io_fan.png
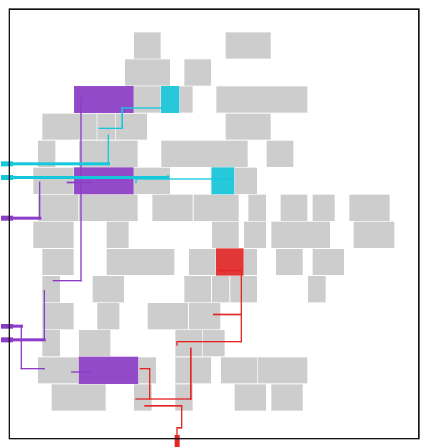
logic_types.png
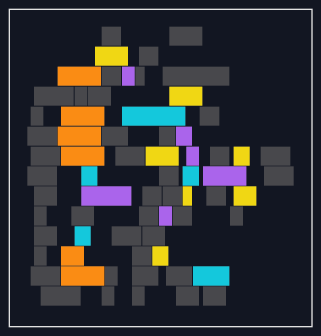
clk_routes.png
The bar under the picture is 10 um long.
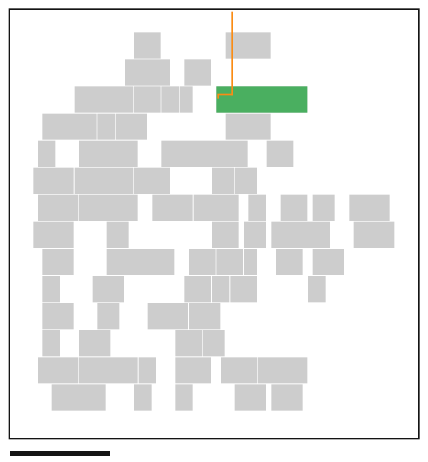
clocks.png
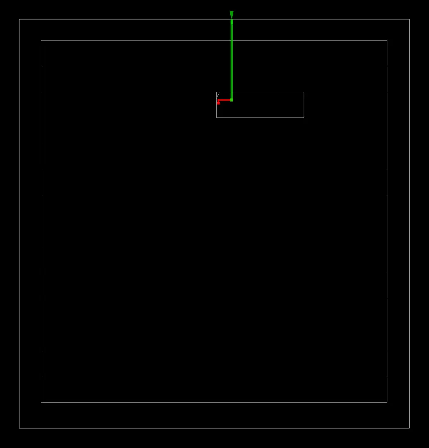
placement_by_type.png
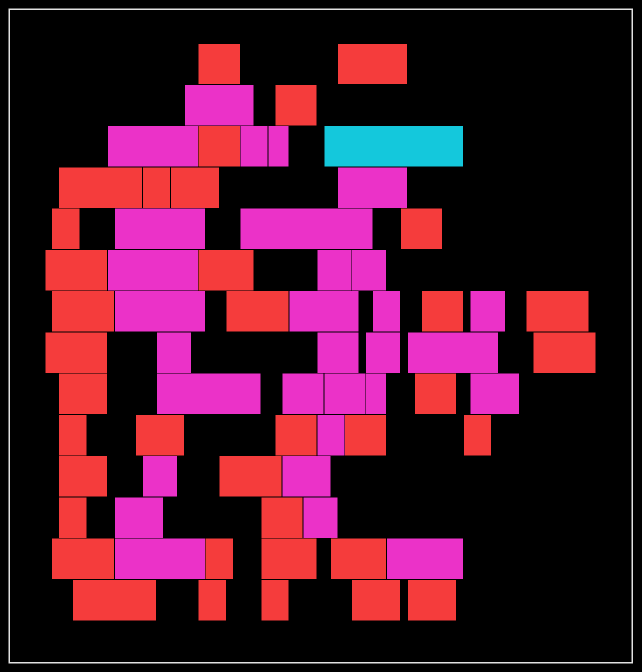
==> config.mk <==
export PLATFORM = sky130hd
export DESIGN_NAME = pipe_ctrl
export DESIGN_NICKNAME = d
export VERILOG_FILES = /design/src/rtl/lc3b_types.sv /design/src/rtl/pipe_hazard_detect.sv /design/src/rtl/pipe_ctrl.sv
export SDC_FILE = /design/constraint.sdc
export NUM_CORES = 1
export LEC_CHECK = 0
export CAP_MARGIN = 5
export CORE_AREA = 2 2 39 41
export DETAILED_ROUTE_END_ITERATION = 12
export DIE_AREA = 0 0 41 43
export GPL_ROUTABILITY_DRIVEN = 0
export HOLD_SLACK_MARGIN = 0.02
export PLACE_DENSITY = 0.62
export SYNTH_ARGS = -nofsm -noshare
export SYNTH_HDL_FRONTEND = slang
export SYNTH_HIERARCHICAL = 1
export SYNTH_SLANG_ARGS = --single-unit
export TNS_END_PERCENT = 50
==> constraint.sdc <==
create_clock -name clk -period 1.6 [get_ports clk]
set_input_delay 0.32 -clock clk [delete_from_list [all_inputs] [get_ports clk]]
set_output_delay 0.32 -clock clk [all_outputs]
set_load 0.02 [all_outputs]
==> results_slide.txt <==
Physical Implementation Snapshot

Logic synthesis
  – Sequential share of the synthesized area: 0.0844
  – YS warnings: 6
  – Area reported by Yosys stat: 297 um^2
  – Syn_area_per_cell: 8.72 um^2
  – #FFs+latches synth: 1
  – Ys cells: 34
  – Synthesized Nets: 53
  – Synthesized area: 297 um^2
  – Post-Synthesis Cells: 34

Die
  – Die Y: 43 um
  – Die ar.: 1760 um^2
  – Die W: 41 um
  – FP Util: 0.214

Timing
  – Final setup viols: 4
  – Setup tns final: -0.329 ns
  – Fmax: 587 MHz
  – Fin crit period: 1.70 ns
  – Final worst setup slack: -0.104 ns
  – Worst slew margin: 0.838
  – Cycle use final: 1.06
  – Tightest Pin Transition: 0.243 ns
  – Pins over their slew limit: 0

Run status
  – Status: finished with violations
  – Failing checks: negative setup slack

GRT
  – Vias in the first global route: 361
  – GRT Total Usage: 0.109
  – First-pass GRT wire length: 1420 um
  – Largest net degree at the start of global routing: 9
  – Initial antenna violation count: 0

Route
  – WL/cell: 9.93 um
  – Routed Antenna Nets: 0
  – DR pass1 iterations: 1
  – Final wirelength: 834 um
  – Iteration-0 DRC Markers: 0
  – Vias per cell: 4.38
  – Post-route DRC violation count: 0

Power
  – Power Dens Cells: 307 nW/um^2
  – Peak supply drop: 0.140 mV
  – Pwr Total: 0.207 mW

Clock tree
  – CTS clk-pin slew, worst paths: 0 ns

Flow run
  – Total tool warning count: 31

Worst setup path
  – Crit path DAT: 1.38 ns
  – CP endpoint kind: output pin
  – Setup CP Type: input pin to output pin
  – Worst path required time: 1.28 ns

Finish
  – Largest register FFs: 1
  – Final Core Density: 0.487
  – Share of cells above drive strength 1: 0.603

Place
  – Dpl hpwl: 676 um
-- io_fan.png (at the start) --
- red: load_ex_mem (bits 1; direction output; end cells 1; buffers 2; wire 40.6 um)
- cyan: pc_sel (bits 2; direction output; end cells 2; buffers 2; wire 46.7 um)
- purple: id_sr1 (bits 3; direction input; end cells 3; buffers 3; wire 46.5 um)
IO buf count: 29
# IOs: 30

-- logic_types.png (at the start) --
- cyan: NAND gates (cells 5; where centre)
- purple: inverting AOI/OAI gates (cells 6; where centre)
- yellow: NOR gates (cells 7)
- orange: XOR/XNOR gates (cells 6)
logic share of the area: 0.449
Top cell excl fill/tap: buf_4
Finished Layout Cells: 84

-- clk_routes.png (at the start) --
- green: flip-flops (count 1)
- orange: clock wires (length 10.0 um)
- routed clock nets: 1
Layout Skew: 0 ns
clk latency late pin: 0 ns
Clock power frac: 0
Clk. pwr: 0 mW

-- clocks.png (at the start) --
seq_cells: 1

-- placement_by_type.png (at the start) --
- red: other buffers and delay cells (cells 37; share of their area 49%)
- cyan: flops (cells 1; share of their area 3.8%)
- magenta: combinational and other logic (cells 30; share of their area 47%)
core area: 1380 um^2
fraction of area in registers: 0.0371
design area: 674 um^2

[synthesized netlist by cell type]
cell,instances,share of area
a21boi_1,1,0.025
a21oi_1,2,0.034
a21oi_2,1,0.030
a31oi_1,1,0.021
and3_1,1,0.021
buf_4,2,0.051
buf_6,1,0.038
dfrtp_1,1,0.084
inv_1,1,0.013
nand2b_1,1,0.021
nand2b_4,1,0.046
nand4_1,2,0.042
nand4b_4,1,0.080
nor2_1,1,0.013
nor2_2,1,0.021
nor2b_1,1,0.021
nor2b_2,1,0.030
nor3b_1,1,0.025
nor3b_2,2,0.084
o21a_1,3,0.076
o21ai_0,1,0.017
o31a_1,1,0.030
xnor2_1,6,0.18
[through the flow]
stage | setup WS, ns | std cells
2_1_floorplan | 0.145 | 34
3_5_place_dp | -0.951 | 84
5_1_grt | -0.202 | 84
4_1_cts | -0.108 | 84
6_report | -0.104 | 84
3_3_place_gp | -0.942 | 84
[timing repair]
action / 4_1_cts / 5_1_grt
buffers inserted: 0 / 0
pin swaps: 11 / 4
gates resized: 105 / 8
setup endpoints to repair: 11 / 8
[worst max-delay path, cell delays in order]
cell	delay (ns)
buf_6	0.10
xnor2_2	0.14
nand4_1	0.16
a21boi_4	0.21
nand2b_1	0.11
a21oi_4	0.15
nor2_2	0.06
buf_6	0.13
[where the power goes]
group	leakage (nW)	internal, mW	total (mW)	switching, mW
sequential	0.0137	0.0265	0.0280	0.00152
clock	0	0	0	0
combinational	0.317	0.103	0.179	0.0755
total	0.330	0.130	0.207	0.0770
[routing by layer]
metal	GRT usage	routed length (um)	up-vias
met4	0	0	0
met1	0.138	289	160
met3	0.0366	92	0
li1	-	-	188
met2	0.184	451	20
met5	0	0	-
[area by class of cell]
| type | count | area (um^2) |
|---|---|---|
| inverters | 1 | 3.75 |
| repair buffers | 37 | 323 |
| flip-flops and latches | 1 | 25.0 |
| fillers | 140 | 709 |
| multi-input cells | 29 | 303 |
| well taps | 16 | 20.0 |
[kinds of logic after synthesis]
group / share of synthesized area
AND/OR/NAND/NOR: 0.405
XOR/XNOR: 0.177
buffers and inverters: 0.101
AND-OR/OR-AND: 0.232
flip-flops: 0.0844
No activity file was given, so power comes from the tool's default toggle rates.
